[src/rtl/dcache_victim_writer.sv]
// Write-back buffer that drains one evicted dirty cache line to memory a word at a time.
// Define DCACHE_WB_FORWARD_EN to forward buffered words to conflicting lookups.
module dcache_victim_writer #(
    parameter int unsigned OFFSET_WIDTH = 4,
    parameter int unsigned TAG_WIDTH    = 20
) (
    input  logic                                   clk,
    input  logic                                   resetn,
    input  logic                                   victim_valid,
    input  logic                                   victim_dirty,
    input  logic [31:0]                            victim_addr,
    input  logic [32*(1<<(OFFSET_WIDTH-2))-1:0]    victim_data,
    output logic                                   victim_ready,
    output logic                                   mem_req,
    output logic                                   mem_wr,
    output logic [1:0]                             mem_size,
    output logic [31:0]                            mem_addr,
    output logic [31:0]                            mem_wdata,
    input  logic                                   mem_addr_ok,
    input  logic                                   mem_data_ok,
    input  logic [31:0]                            lookup_addr,
    output logic                                   lookup_hit,
    output logic [31:0]                            lookup_data,
    output logic                                   busy
);

    localparam int unsigned W  = 1 << (OFFSET_WIDTH - 2);
    localparam int unsigned IW = OFFSET_WIDTH - 2;
    localparam int unsigned SW = 32 - TAG_WIDTH - OFFSET_WIDTH;
    localparam logic [IW-1:0] LastIdx = IW'(W - 1);

    typedef enum logic [1:0] {StIdle, StReq, StWait} state_e;

    state_e            state_q;
    logic [IW-1:0]     idx_q;
    logic [TAG_WIDTH-1:0] tag_q;
    logic [SW-1:0]     set_q;
    logic [32*W-1:0]   data_q;
    logic              line_match;

    always_ff @(posedge clk or negedge resetn) begin
        if (!resetn) begin
            state_q <= StIdle;
            idx_q   <= '0;
            tag_q   <= '0;
            set_q   <= '0;
            data_q  <= '0;
        end else begin
            unique case (state_q)
                StIdle: begin
                    // Clean victims are acknowledged by victim_ready and simply dropped.
                    if (victim_valid && victim_dirty) begin
                        tag_q   <= victim_addr[31 -: TAG_WIDTH];
                        set_q   <= victim_addr[31-TAG_WIDTH -: SW];
                        data_q  <= victim_data;
                        idx_q   <= '0;
                        state_q <= StReq;
                    end
                end
                StReq: begin
                    if (mem_addr_ok) begin
                        state_q <= StWait;
                    end
                end
                StWait: begin
                    // Completion only counts here, so a data_ok alongside addr_ok is ignored.
                    if (mem_data_ok) begin
                        if (idx_q == LastIdx) begin
                            state_q <= StIdle;
                        end else begin
                            idx_q   <= idx_q + IW'(1);
                            state_q <= StReq;
                        end
                    end
                end
                default: state_q <= StIdle;
            endcase
        end
    end

    always_comb begin
        victim_ready = (state_q == StIdle);
        busy         = !victim_ready;
        mem_req      = (state_q == StReq);
        mem_wr       = mem_req;
        mem_size     = mem_req ? 2'b10 : 2'b00;
        mem_addr     = mem_req ? {tag_q, set_q, idx_q, 2'b00} : 32'd0;
        mem_wdata    = mem_req ? data_q[{idx_q, 5'd0} +: 32] : 32'd0;
        line_match   = ({tag_q, set_q} == lookup_addr[31:OFFSET_WIDTH]);
        lookup_hit   = busy && line_match;
`ifdef DCACHE_WB_FORWARD_EN
        lookup_data  = lookup_hit ? data_q[{lookup_addr[OFFSET_WIDTH-1:2], 5'd0} +: 32] : 32'd0;
`else
        lookup_data  = 32'd0;
`endif
    end

    logic unused_addr_bits;
`ifdef DCACHE_WB_FORWARD_EN
    assign unused_addr_bits = ^{victim_addr[OFFSET_WIDTH-1:0], lookup_addr[1:0]};
`else
    assign unused_addr_bits = ^{victim_addr[OFFSET_WIDTH-1:0], lookup_addr[OFFSET_WIDTH-1:0]};
`endif

endmodule

[config.mk]
export PLATFORM = sky130hd
export DESIGN_NAME = dcache_victim_writer
export DESIGN_NICKNAME = d
export VERILOG_FILES = /design/src/rtl/dcache_victim_writer.sv
export SDC_FILE = /design/constraint.sdc
export NUM_CORES = 1
export LEC_CHECK = 0
export CAP_MARGIN = 20
export CORE_ASPECT_RATIO = 1.2
export CORE_MARGIN = 3
export CORE_UTILIZATION = 41
export CTS_CLUSTER_DIAMETER = 100
export DETAILED_ROUTE_END_ITERATION = 16
export GPL_TIMING_DRIVEN = 0
export PLACE_DENSITY = 0.8
export SKIP_CTS_REPAIR_TIMING = 1
export SLEW_MARGIN = 20
export SYNTH_ARGS = -nofsm -noshare
export SYNTH_HDL_FRONTEND = slang
export SYNTH_SLANG_ARGS = --single-unit
[constraint.sdc]
create_clock -name clk -period 1.95 [get_ports clk]
set_input_delay 0.39 -clock clk [delete_from_list [all_inputs] [get_ports clk]]
set_output_delay 0.39 -clock clk [all_outputs]
set_load 0.02 [all_outputs]
==> flow_summary.yaml, run 1 <==
# physical design summary
run_status:
  status: "finished with violations"
  violations: "setup timing"
layout:
  finalCoreUtilization_pct: 63.8
  area_growth_pct: 50.6
  fillers: 1478
  fin_nets: 1068
  drive_above_1_share_pct: 49.2
  layout_top_cell: "clkdlybuf4s50_1"
  design_area_sq_um: 12700
  n_antenna_cell: 0
  layout_top_cells: "clkdlybuf4s50_1, dfrtp_1, mux2_4"
logic_synthesis:
  yosysWarnings: 0
  synth_cell_types: 29
  mux_share_pct: 35.8
  ys_sh_xor_pct: 2.92
  yosysTopAreaCell: "dfrtp_1"
  yosys-top-cells-count: "dfrtp_1, mux2_4, and2_1, buf_4, mux4_2"
  ys.flop_type: "dfrtp_1"
  synth_area_sq_um: 8400
  edf_count: 0
  ys_sh_simple_pct: 6.05
  compound_area_share_pct: 0.328
  ys_cells: 538
  synth_top_cell_by_count: "dfrtp_1"
  ys_top_cells_by_area: "dfrtp_1, mux2_4, mux4_2, and2_1, buf_4"
  numSynthFlops: 160
  ys_top_logic_family: "multiplexers"
  synthAdderAreaFrac_pct: 0.149
  synthArstFlopShare_pct: 100
  syn_area_per_cell_sq_um: 15.6
  yosysChipArea_sq_um: 8400
setup_path:
  worstSetupEndpoint: "mem_wdata[10]"
  r2r-end: "data_q[97]"
  start_kind: "flop"
  r2r_cells: 6
  worstReg2RegStart: "state_q[1]"
  r2r_setup_slack_ps: 110
  setup.worst_path.class: "flop to output port"
  crit_start: "idx_q[0]"
  crit_buf_inv: 3
  worstPathRequired_ps: 1560
  critical_path.max_fanout: 6
  cpPeakStageDelay_ps: 490
  worstPathCellList: "buf_12, clkbuf_16, mux4_2, and2_4, buf_6"
  cp_top_family: "multiplexers"
  cp_slowest_cell: "mux4_2"
power:
  pwr-share-comb_pct: 49.5
  swShare_pct: 32.2
  p_per_area_nw_per_um2: 1480
  leakage_nw: 5.70
  power_leader: "combinational logic"
  p_sw_mw: 6.04
  p_comb_mw: 9.29
  ir_drop_uv: 769
  internal_power_mw: 12.7
  clock_power_share_pct: 17.6
floorplanning:
  floorplan.core_util_pct: 42.4
  io_pins: 301
  rows: 56
  fp.dieW_um: 137
  die_area_sq_um: 22200
  core_area_sq_um: 19800
drt:
  first_pass_iters: 4
  via_per_inst: 4.73
  finalWirelength_mm: 22.6
  drtIter0Drc: 152
  drcViolationCount: 0
  wire_per_inst_um: 19.8
sta:
  final-setup-viol-count: 63
  report.final.slew_viol_count: 0
  timing.fmax_ghz: 0.423
  layout_setup_ws_ps: -412
  finClkSkew_ps: 11.5
  fin_worst_hold_slack_ps: 509
  relSlewSlack_pct: 64.2
  rsz0062_at_grt: "yes"
  period_needed_ps: 2360
  worst_slew_pin_slew_ps: 537
  hold_viol: 0
global_routing:
  grt_pass1_wl_mm: 33.1
  antenna_found_initial: 0
  grt_pass1_vias: 5887
  overflow: 0
  grt_start_max_net_pins: 94
placement:
  place.gp.congestion: 0.784
  post-place-ws_ps: -933
  portBuffers: 257
  dp_hpwl_mm: 15.9
  place_inst: 1091
  post_dp_cell_area_sq_um: 11500
clocking:
  clk_path_buf_depth: 2
  path_clk_slew_ps: 80
  cts_buffers: 17
  worstSkewPairLatency_ps: 420
  clockRootBuffer: "clkbuf_16"
  cts.sinks: 160
hold_path:
  hold_class: "primary input to async pin"
flow_run:
  maxCapViolCount: 0
[run 1: layer usage]
layer  GRT usage [%]  vias up  wire (um)  part of all wire, %
met4            5.36        0        370                  1.6
li1                -     2478          -                    -
met3            5.78       27       1670                  7.4
met2            34.3      201      11800                   52
met5               0        -          0                    0
met1            23.8     2704       8810                   39
[run 1: final cells by class]
class                   instances  area [sq um]  area share, %
well taps                     261           327           2.58
inverters                       4          15.0          0.119
flip-flops and latches        160          4010           31.7
repair buffers                278          2910           23.0
plain buffers                  70           712           5.63
multi-input cells             338          4090           32.3
clock buffers                  17           425           3.36
clock inverters                15           168           1.33
[run 1: sequential cells by signal (all words and copies together) (netlist names)]
signal and flops:
state_q 2, set_q 8, tag_q 20, idx_q 2, data_q 128
==> run_1/congestion.png <==
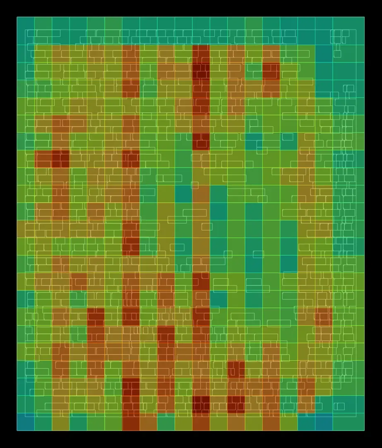
met2 Use GR: 34.3%
met1 Use GR: 23.8%
GR met3 Demand/Resource: 5.78%
Total GRT Usage: 19.7%

==> run_1/clk_routes.png <==
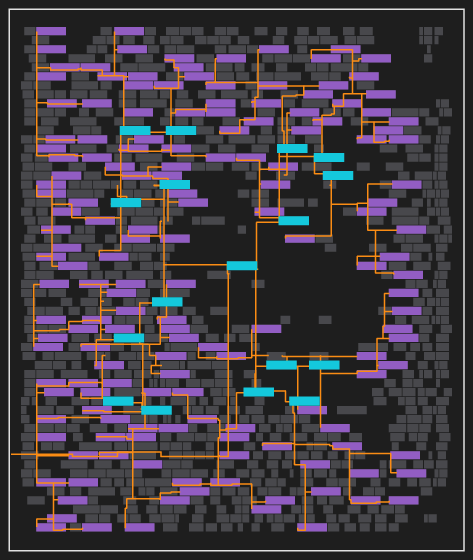
[orange] clock wires | length: 2090 um
[purple] flip-flops | count: 160
[cyan] clock drivers | count: 17
flops lie: spread over the die
routed clock nets: 18

==> run_1/io_fan.png <==
The bar under the picture is 50 um long.
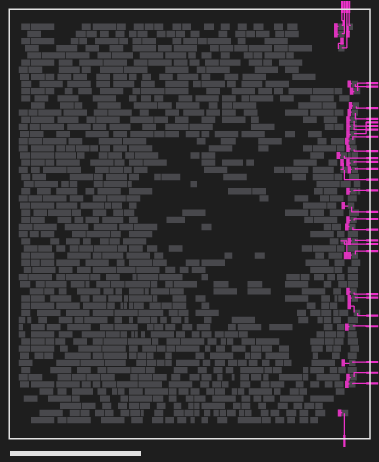
[magenta] lookup_data | bits: 32 | direction: output | end cells: 32 | buffers: 32 | wire: 266 um

==> run_1/layer_met1.png <==
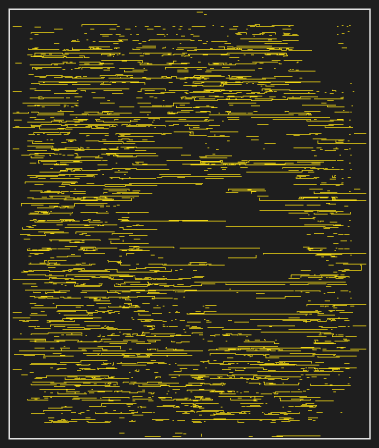

==> inputs of run 2 (changes only) <==
--- a/config.mk
+++ b/config.mk
@@ -7,11 +7,11 @@
 export LEC_CHECK = 0
 export CAP_MARGIN = 20
 export CORE_ASPECT_RATIO = 1.2
-export CORE_MARGIN = 3
 export CORE_UTILIZATION = 41
 export CTS_CLUSTER_DIAMETER = 100
 export DETAILED_ROUTE_END_ITERATION = 16
 export GPL_TIMING_DRIVEN = 0
+export HOLD_SLACK_MARGIN = 0.12
 export PLACE_DENSITY = 0.8
 export SKIP_CTS_REPAIR_TIMING = 1
 export SLEW_MARGIN = 20
==> run_2/layer_met1.png <==
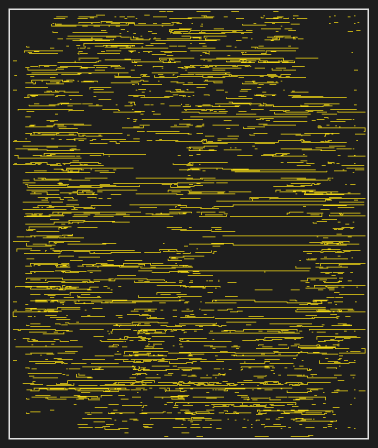
wire length on this layer: 8990 um
longest straight run: 52.9 um
main direction: horizontal
share of all routed wire: 42%

==> flow_summary.yaml, run 2 <==
# physical design summary
power:
  internal_power_mw: 12.2
  p_sw_mw: 5.73
  ir_drop_uv: 697
  p_comb_mw: 8.72
  clock_power_share_pct: 17.3
logic_synthesis:
  yosys-top-cells-count: "dfrtp_1, mux2_4, and2_1, buf_4, mux4_2"
  ys_top_logic_family: "multiplexers"
  synth_cell_types: 29
  yosysChipArea_sq_um: 8400
  ys_sh_simple_pct: 6.05
  yosysWarnings: 0
  ys_sh_xor_pct: 2.92
  synth_top_cell_by_count: "dfrtp_1"
  numSynthFlops: 160
  edf_count: 0
  yosysTopAreaCell: "dfrtp_1"
  ys_top_cells_by_area: "dfrtp_1, mux2_4, mux4_2, and2_1, buf_4"
  compound_area_share_pct: 0.328
  ys_cells: 538
global_routing:
  grt_util_met1_pct: 26.3
  use_met3_pct: 4.85
  overflow: 0
  grt_pass1_wl_mm: 33.1
  grt_use_met2_pct: 34.4
  grt_use_total_pct: 20.8
  antenna_found_initial: 2
layout:
  largest_reg_flops: 128
  fin_nets: 1064
  drive_above_1_share_pct: 46.6
  logic_area_sq_um: 4050
  design_area_sq_um: 12400
  layout_top_cell: "clkdlybuf4s50_1"
  finalCoreUtilization_pct: 61.2
  area_growth_pct: 47.1
setup_path:
  r2r_setup_slack_ps: 20
  start_kind: "flop"
  worstReg2RegStart: "state_q[1]"
  cpPeakStageDelay_ps: 480
  cp_slowest_cell: "mux4_2"
  critical_path.max_fanout: 8
  crit_buf_inv: 4
drt:
  finalWirelength_mm: 21.4
  dr_wl_met3_mm: 1.09
  wl_met2_mm: 10.8
  top_layer: "met4"
  first_pass_iters: 4
  drtIter0Drc: 133
run_status:
  violations: "setup timing"
  status: "finished with violations"
sta:
  report.final.slew_viol_count: 0
  relSlewSlack_pct: 56.0
  fin_worst_hold_slack_ps: 508
  timing.fmax_ghz: 0.417
  layout_setup_ws_ps: -445
  worst_slew_pin_slew_ps: 660
  finClkSkew_ps: 6.22
  final-setup-viol-count: 60
  hold_viol: 0
hold_path:
  hold_class: "flop to flop"
floorplanning:
  fp.dieW_um: 133
  rows: 57
  core_area_sq_um: 20200
  io_pins: 301
  die_area_sq_um: 21100
placement:
  place.gp.congestion: 0.863
  portBuffers: 257
  place_inst: 1095
  post_dp_cell_area_sq_um: 11500
clocking:
  cts.sinks: 160
  clockRootBuffer: "clkbuf_16"
  worstSkewPairLatency_ps: 420
  cts_buffers: 17
  path_clk_slew_ps: 70
flow_run:
  maxCapViolCount: 0
## run 2: netlist changes by cell type in the layout (fill, tap and decap cells not counted), moves of 2 or more
cell        before  now
and2_1          12   30
and2_4          50   32
buf_6           67   49
buf_2            2   13
clkbuf_2         4   12
clkbuf_16       22   18
clkinv_8         4    0
clkinvlp_4       0    3
inv_8            4    1
buf_4           54   52
clkbuf_1         0    2
diode_2          0    2
inv_6            3    5
## run 2: layout make-up
| type | count | area share [%] |
|---|---|---|
| Multi-Input combinational cell | 338 | 32.7 |
| Sequential cell | 160 | 32.4 |
| Timing Repair Buffer | 274 | 21.9 |
| Buffer | 70 | 5.75 |
| Clock buffer | 19 | 3.50 |
| Tap cell | 265 | 2.68 |
| Clock inverter | 13 | 0.850 |
| Inverter | 4 | 0.121 |
| Antenna cell | 2 | 0.0405 |
Power is estimated from default activity; no workload was simulated.
